Figure 1. Routing congestion (run 1).
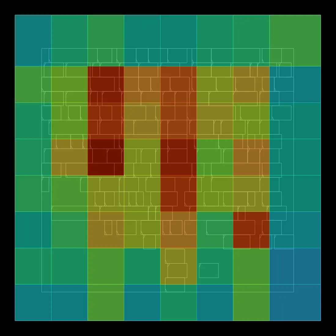
Figure 2. Supply network (run 1).
Pins as bars on the die edge. Tap cells in gray.
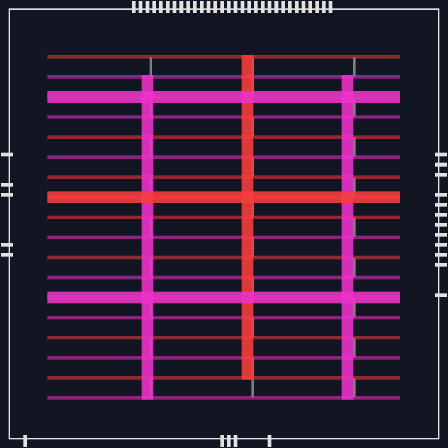
Figure 3. Placed cells, one color a class (run 1).
Bar = 20 um.
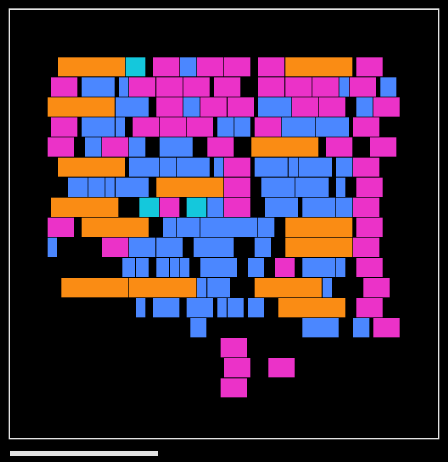
Figure 4. Routed clock nets over the placement (run 1).
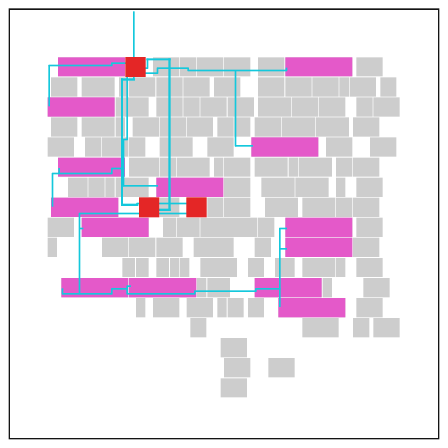
<file path="src/rtl/mux_scan_nx1.sv">
// rtl/mux_scan_nx1.sv - registered N:1 channel mux with manual/scan select and valid/ready output
module mux_scan_nx1 #(
    parameter int N  = 4,
    parameter int W  = 8,
    parameter int SW = $clog2(N)
) (
    input  logic            clk,
    input  logic            rst_n,
    input  logic            en,
    input  logic            mode,
    input  logic [SW-1:0]   s,
    input  logic [N*W-1:0]  i,
    output logic [W-1:0]    y,
    output logic [SW-1:0]   y_ch,
    output logic            y_valid,
    input  logic            y_ready,
    output logic            err,
    input  logic            clr_err
);

    typedef enum logic {EMPTY = 1'b0, FULL = 1'b1} state_t;

    localparam logic [SW:0]   N_EXT = (SW+1)'(N);
    localparam logic [SW-1:0] LAST  = SW'(N-1);

    state_t        state_q, state_d;
    logic [W-1:0]  y_q, y_d;
    logic [SW-1:0] ch_q, ch_d;
    logic [SW-1:0] ptr_q, ptr_d;
    logic          err_q, err_d;
    logic          mode_q;

    logic          load;
    logic          restart;
    logic          s_bad;
    logic [SW-1:0] ptr_eff;
    logic [SW-1:0] ch_sel;
    logic [W-1:0]  data_sel;

    assign load    = en && ((state_q == EMPTY) || y_ready);
    // Entering scan mode restarts the sweep at channel 0 in that same cycle.
    assign restart = mode && !mode_q;
    assign ptr_eff = restart ? '0 : ptr_q;
    assign ch_sel  = mode ? ptr_eff : s;
    assign s_bad   = !mode && ({1'b0, s} >= N_EXT);

    // Out-of-range channels match no k, so they naturally select zero.
    always_comb begin
        data_sel = '0;
        for (int k = 0; k < N; k++) begin
            if (ch_sel == SW'(k)) begin
                data_sel = i[k*W +: W];
            end
        end
    end

    always_comb begin
        state_d = state_q;
        y_d     = y_q;
        ch_d    = ch_q;
        ptr_d   = ptr_eff;
        err_d   = err_q;

        case (state_q)
            EMPTY:   if (load) state_d = FULL;
            FULL:    if (!load && y_ready) state_d = EMPTY;
            default: state_d = EMPTY;
        endcase

        if (load) begin
            y_d  = data_sel;
            ch_d = ch_sel;
            if (mode) begin
                ptr_d = (ptr_eff == LAST) ? '0 : ptr_eff + SW'(1);
            end
        end

        if (load && s_bad) begin
            err_d = 1'b1;
        end else if (clr_err) begin
            err_d = 1'b0;
        end
    end

    always_ff @(posedge clk or negedge rst_n) begin
        if (!rst_n) begin
            state_q <= EMPTY;
            y_q     <= '0;
            ch_q    <= '0;
            ptr_q   <= '0;
            err_q   <= 1'b0;
            mode_q  <= 1'b0;
        end else begin
            state_q <= state_d;
            y_q     <= y_d;
            ch_q    <= ch_d;
            ptr_q   <= ptr_d;
            err_q   <= err_d;
            mode_q  <= mode;
        end
    end

    assign y       = y_q;
    assign y_ch    = ch_q;
    assign y_valid = (state_q == FULL);
    assign err     = err_q;

endmodule

</file>
<file path="config.mk">
export PLATFORM = sky130hd
export DESIGN_NAME = mux_scan_nx1
export DESIGN_NICKNAME = d
export VERILOG_FILES = /design/src/rtl/mux_scan_nx1.sv
export SDC_FILE = /design/constraint.sdc
export NUM_CORES = 1
export LEC_CHECK = 0
export CORE_MARGIN = 5
export CORE_UTILIZATION = 41
export CTS_CLUSTER_DIAMETER = 80
export DETAILED_ROUTE_END_ITERATION = 12
export GPL_ROUTABILITY_DRIVEN = 0
export HOLD_SLACK_MARGIN = 0.03
export PLACE_DENSITY = 0.92
export REMOVE_ABC_BUFFERS = 1
export SETUP_SLACK_MARGIN = 0.15
export SYNTH_ARGS = -nofsm -noshare
export SYNTH_HDL_FRONTEND = slang
export SYNTH_SLANG_ARGS = --single-unit
export TNS_END_PERCENT = 20
</file>
<file path="constraint.sdc">
create_clock -name clk -period 2.15 [get_ports clk]
set_clock_uncertainty 0.1 [all_clocks]
set_input_delay 0.3225 -clock clk [delete_from_list [all_inputs] [get_ports clk]]
set_output_delay 0.3225 -clock clk [all_outputs]
set_load 0.005 [all_outputs]
</file>
==> deck_impl_summary.md, run 1 <==
Synthesis and Place & Route Summary

Status
  – Status: completed

Pwr
  – Net Sw Frac: 29.8%
  – Clk pwr share: 19.6%
  – Peak VDD IR: 0.512 mV
  – Internal power: 0.000559 W
  – Leak: 0.559 nW

Final timing
  – Unrepaired setup endpoints after global routing: no
  – Rel. slew slack: 58.4%
  – Max Freq: 566 MHz
  – Final Critical Period: 1.77 ns
  – Post-route clock period utilization: 82.2%

Synthesis
  – Mux share: 1.06%
  – Top non-seq family: AND-OR/OR-AND gates
  – Adder Share, Synth: 0%
  – Seq share, synth: 37.0%
  – Registers, synthesis: 14
  – Yosys cell count: 87
  – Post-synthesis instance total: 87

Global routing
  – Met1 usage: 19.8%
  – All-Layer GR Usage: 16.3%
  – Vias in the first global route: 876
  – GR Overflow Total: 0
  – Initial antenna violation count: 0
  – First-pass GRT wire length: 4200 um

Cells and area
  – Layout Utilization: 65.8%
  – Max FFs per register: 8
  – Clock-cell share: 1.55%
  – Top cells excl fill/tap: clkdlybuf4s50_1 (49), a211oi_2 (16), dfrtp_1 (14)
  – Area growth, synth to finish: 53.8%
  – Flop Count: 14

Worst setup path
  – Buf+Inv Stages, Crit Path: 1
  – Startpoint types: input port
  – RR Endpoint: y[5]$_DFFE_PN0P_
  – RR Startpoint: mode_q$_DFF_PN0_
  – CP max stage delay: 0.66 ns
  – WS Path Type: input port to flop
  – Crit-path slowest cell: clkdlybuf4s50_1
  – WP data arrival: 1.87 ns
  – Worst path depth: 5
  – CP Cell Sequence: clkdlybuf4s50_1, nand2b_4, o22a_2, o22ai_1, a211oi_2
  – Crit path from: mode
  – Reg2Reg Setup Slack: 0.71 ns

Job
  – Log Warnings: 26
  – Max Cap Viol: 0

Place
  – Detailed placement HPWL: 2110 um
  – Placed cells: 160
  – Port Buffer Count: 49

Clock tree
  – Post-CTS sizing: 0
  – CTS tree: built
  – H-tree depth: 1
  – Latency at later pin: 0.28 ns
  – Root buffer cell: clkbuf_4

Die
  – Total die size: 3370 um2
  – Die height: 58.0 um
  – CORE AREA: 2210 um2

Detailed routing
  – First-pass DRT Iterations: 4
  – Via count: 870
  – Top sig layer: met4

Hold path
  – Hold Crit Class: input port to async pin
## Picture notes: Figure 1
GRT busiest layer: met2
met2 usage: 28.2%
GRT met3 Usage: 2.45%
wire per inst: 16.1 um

## Picture notes: Figure 2
magenta -> VSS
red -> VDD
met4 straps = 3
met1 rails = 18
signal pins = 52
rows = 17
tap cells = 28

## Picture notes: Figure 3
magenta -> other buffers and delay cells  # cells 51
blue -> all other logic  # cells 67
cyan -> cells driving clock nets  # cells 3
orange -> flops  # cells 14

## Picture notes: Figure 4
red -> cells driving clock nets  # count 3
cyan -> clock wires  # length 226 um
magenta -> flip-flops  # count 14
routed clock nets = 4

[run 1: synth_stat cells]
cell type	instances	area, um2
a211oi_2	16	200
a21oi_1	2	10.0
a31oi_1	1	6.26
a32o_1	1	10.0
and2_1	1	6.26
and3_1	9	56.3
buf_2	1	5.00
buf_4	2	15.0
buf_6	3	33.8
conb_1	1	3.75
dfrtp_1	14	350
inv_1	2	7.51
mux2i_1	1	10.0
nand2_1	2	7.51
nand2_4	1	11.3
nand2b_1	1	6.26
nand2b_2	1	8.76
nand2b_4	2	27.5
nand3_1	1	5.00
nand3_2	1	10.0
nand4_4	1	21.3
nand4b_1	1	8.76
nor2_1	10	37.5
o21a_1	1	7.51
o21a_4	1	15.0
o21ai_0	1	5.00
o22a_2	1	10.0
o22ai_1	8	50.1
Figure 5. Where the registers sit (run 1).
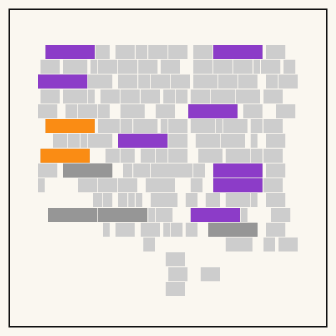

==> inputs of run 2 (changes only) <==
CORE_UTILIZATION = 38   (was 41)
PLACE_DENSITY = 0.87   (was 0.92)
clock period = 1.8 ns   (was 2.15 ns; I/O delays follow)
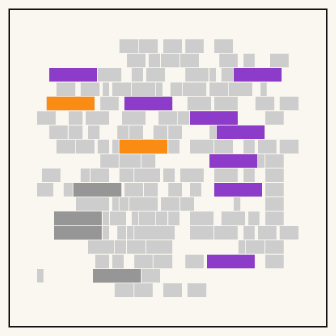
Figure 6: run 2, where the registers sit.
orange -> y_ch  # placed flops 2
purple -> y  # placed flops 8
not colored = 4
FF+latch area: 350 um2
Seq area share: 23.1%
Layout Utilization: 62.3%

==> run 2 against run 1 <==
Sequential power up about 20%; worst hold slack worse by 0.14 ns; flip-flop count unchanged; first-iteration DRC count down 28%; final cell count up 4.9%; core utilization down 3.5 points.
==> deck_impl_summary.md, run 2 <==
Synthesis and Place & Route Summary

Pwr
  – Leak: 0.591 nW (+5.7%)
  – Clk pwr share: 23.2% (+3.6 points)
  – Peak VDD IR: 0.529 mV (+3.4%)
  – Net Sw Frac: 28.3% (-1.5 points)

Cells and area
  – Area growth, synth to finish: 60.2%
  – Top cells excl fill/tap: clkdlybuf4s50_1 (48), a211oi_2 (16), dfrtp_1 (14)
  – Max FFs per register: 8 (unchanged)

Clock tree
  – H-tree depth: 1 (unchanged)
  – Post-CTS sizing: 2 (+2)
  – CTS tree: built
  – Root buffer cell: clkbuf_4

Place
  – Detailed placement HPWL: 2050 um (-2.9%)
  – Placed cells: 167 (+4.4%)
  – Port Buffer Count: 49 (unchanged)

Worst setup path
  – Crit path from: y_valid$_DFF_PN0_
  – Buf+Inv Stages, Crit Path: 1 (unchanged)
  – Reg2Reg Setup Slack: 0.40 ns (-0.31 ns)
  – WS Path Type: flop to output port
  – WP data arrival: 1.20 ns (-0.67 ns)
  – Crit-path slowest cell: clkdlybuf4s50_1

Synthesis
  – Top cells by count: a211oi_2 (16), dfrtp_1 (14), nor2_1 (10)
  – Yosys top cell by area: dfrtp_1
  – Top cell type's share of synthesized area: 37.0% (unchanged)
  – Adder Share, Synth: 0% (unchanged)
  – Post-synthesis instance total: 87 (unchanged)
  – Mux share: 1.06% (unchanged)
  – Yosys cell count: 87 (unchanged)
  – Most common cell in the synthesized netlist: a211oi_2
  – Seq share, synth: 37.0% (unchanged)
  – Top non-seq family: AND-OR/OR-AND gates
  – EDFF count, synth: 0 (unchanged)

Final timing
  – Max Freq: 637 MHz
  – Post-route clock period utilization: 87.2%
  – Final Critical Period: 1.57 ns
  – Unrepaired setup endpoints after global routing: no

Global routing
  – Met2 usage: 25.5% (-2.8 points)
  – GR Overflow Total: 0 (unchanged)
  – Met1 usage: 18.3% (-1.6 points)
  – Vias in the first global route: 856 (-2.3%)
  – Initial antenna violation count: 0 (unchanged)
  – All-Layer GR Usage: 15.2% (-1.0 points)
  – First-pass GRT wire length: 4000 um (-4.6%)

Detailed routing
  – Wire per inst: 14.9 um (-7.2%)
  – First-pass DRT Iterations: 4 (unchanged)
  – Top sig layer: met4

Die
  – Total die size: 3590 um2 (+6.5%)
  – CORE AREA: 2430 um2 (+10%)

Status
  – Status: completed

Job
  – Log Warnings: 26 (unchanged)
  – Max Cap Viol: 0 (unchanged)
[run 2: cell types whose count changed in the layout (fill, tap and decap cells not counted)]
cell / change
clkdlybuf4s50_1: -1
buf_4: +5
dlygate4sd2_1: +1
clkbuf_8: +1
nand3_4: +1
nand3_2: -1
[run 2: final cells by class]
cell class	count	area [um2]
inverters	2	7.51
well taps	30	37.5
repair buffers	56	542
multi-input cells	65	542
clock buffers	4	36.3
fillers	201	917
flip-flops and latches	14	350
[run 2: final timing paths]
path / depth (start not counted) / end
min in group clk: 1 / mode_q$_DFF_PN0_
max in group asynchronous: 2 / ptr_q[1]$_DFF_PN0_
worst max-delay path: 1 / y_valid
worst max register to register: 4 / y[6]$_DFFE_PN0P_
worst min register to register: 1 / y_ch[1]$_DFFE_PN0P_
worst min-delay path: 2 / y[0]$_DFFE_PN0P_
==> inputs of run 3 (changes only) <==
--- a/config.mk
+++ b/config.mk
@@ -7,2 +7,3 @@
 export LEC_CHECK = 0
+export ABC_CLOCK_PERIOD_IN_PS = 1800
 export CORE_MARGIN = 5
@@ -16,2 +17,3 @@
 export SETUP_SLACK_MARGIN = 0.15
+export SLEW_MARGIN = 20
 export SYNTH_ARGS = -nofsm -noshare
--- a/constraint.sdc
+++ b/constraint.sdc
@@ -4,2 +4,2 @@
 set_output_delay 0.27 -clock clk [all_outputs]
-set_load 0.005 [all_outputs]
+set_load 0.01 [all_outputs]
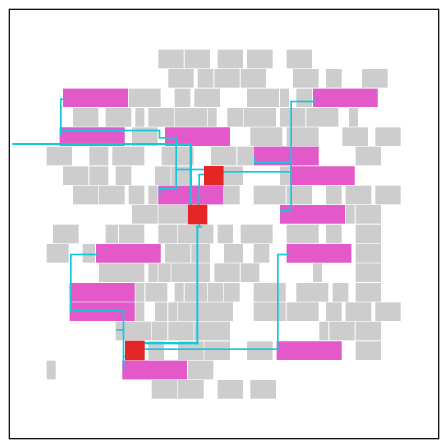
Figure 7: run 3, routed clock nets over the placement.
cyan -> clock wires  # length 208 um
magenta -> flip-flops  # count 14
red -> cells driving clock nets  # count 3
routed clock nets = 4

==> run 3 against run 2 <==
Flip-flop count stayed put; global-route usage stayed put; register-to-register slack hardly changed; via count stayed put; design area stayed put; die size stayed put; critical endpoint unchanged.
==> deck_impl_summary.md, run 3 <==
Synthesis and Place & Route Summary

Global routing
  – Met1 usage: 18.3% (unchanged)
  – Met2 usage: 25.5% (unchanged)
  – Initial antenna violation count: 0 (unchanged)
  – Vias in the first global route: 856 (unchanged)
  – All-Layer GR Usage: 15.2% (unchanged)
  – First-pass GRT wire length: 4000 um (unchanged)

Final timing
  – Post-route clock period utilization: 89.1% (+2.0 points)
  – Unrepaired setup endpoints after global routing: no
  – Max Freq: 623 MHz (-2.2%)
  – Worst Hold Slack: 0.179 ns
  – Final Critical Period: 1.60 ns (+0.0352 ns)

Clock tree
  – Root buffer cell: clkbuf_4
  – CTS tree: built
  – H-tree depth: 1 (unchanged)

Pwr
  – Net Sw Frac: 29.4% (+1.2 points)
  – Peak VDD IR: 0.533 mV (+0.74%)
  – Leak: 0.591 nW (unchanged)
  – Clk pwr share: 22.8% (-0.4 points)

Cells and area
  – Clock-cell share: 2.39% (unchanged)
  – # fillers: 201 (unchanged)
  – Top cells excl fill/tap: clkdlybuf4s50_1 (48), a211oi_2 (16), dfrtp_1 (14)
  – Max FFs per register: 8 (unchanged)
  – Area growth, synth to finish: 60.2% (unchanged)
  – FF+latch area: 350 um2 (unchanged)
  – Flop Count: 14 (unchanged)
  – Non-Filler Instances: 171
  – NonClk Buf Share: 35.8% (unchanged)
  – Buffers outside the clock class: 56 (unchanged)
  – Multi-input combinational area share: 35.8% (unchanged)
  – Layout Utilization: 62.3% (unchanged)
  – Largest area class, layout: multi-input combinational cells
  – Non-clk invs: 2 (unchanged)
  – # clk buffers: 4 (unchanged)
  – Combinational Area: 542 um2 (unchanged)

Die
  – Tap cells: 30 (unchanged)
  – CORE AREA: 2430 um2 (unchanged)
  – Total die size: 3590 um2 (unchanged)

Synthesis
  – Seq share, synth: 37.0% (unchanged)
  – Adder Share, Synth: 0% (unchanged)
  – Top non-seq family: AND-OR/OR-AND gates
  – EDFF count, synth: 0 (unchanged)
  – Largest cells by area after synthesis: dfrtp_1 (37%), a211oi_2 (21%), and3_1 (6.0%), o22ai_1 (5.3%), nor2_1 (4.0%)
  – Yosys top cell by area: dfrtp_1
  – Mux share: 1.06% (unchanged)
  – Yosys cell count: 87 (unchanged)
  – Top cells by count: a211oi_2 (16), dfrtp_1 (14), nor2_1 (10)
  – Top cell type's share of synthesized area: 37.0% (unchanged)

Place
  – Detailed placement HPWL: 2050 um (unchanged)
  – Port Buffer Count: 49 (unchanged)
  – Placed cells: 167 (unchanged)

Detailed routing
  – Wire per inst: 14.9 um (unchanged)
  – Top sig layer: met4
  – First-pass DRT Iterations: 4 (unchanged)

Worst setup path
  – Buf+Inv Stages, Crit Path: 1 (unchanged)
  – Crit-path slowest cell: clkdlybuf4s50_1
  – WS Path Type: flop to output port
  – CP Cell Sequence: clkdlybuf4s50_1

Job
  – Max Cap Viol: 0 (unchanged)

Status
  – Status: completed
==> run 3: timing repair <==
action	in CTS	in global routing
endpoints found under the setup margin	7	0
resized	2	0
buffers inserted	0	0
==> run 3: path summary, 6_finish.rpt <==
check	start	end	slack [ns]	depth (start not counted)
max	y_valid$_DFF_PN0_	y_valid	0.20	1
min	rst_n	y[0]$_DFFE_PN0P_	0.18	2
max reg2reg	mode_q$_DFF_PN0_	y[6]$_DFFE_PN0P_	0.40	4
min reg2reg	y_ch[1]$_DFFE_PN0P_	y_ch[1]$_DFFE_PN0P_	0.41	1
max in group asynchronous	rst_n	ptr_q[1]$_DFF_PN0_	1.24	2
min in group clk	mode	mode_q$_DFF_PN0_	0.33	1
Power and IR drop assume default switching activity.
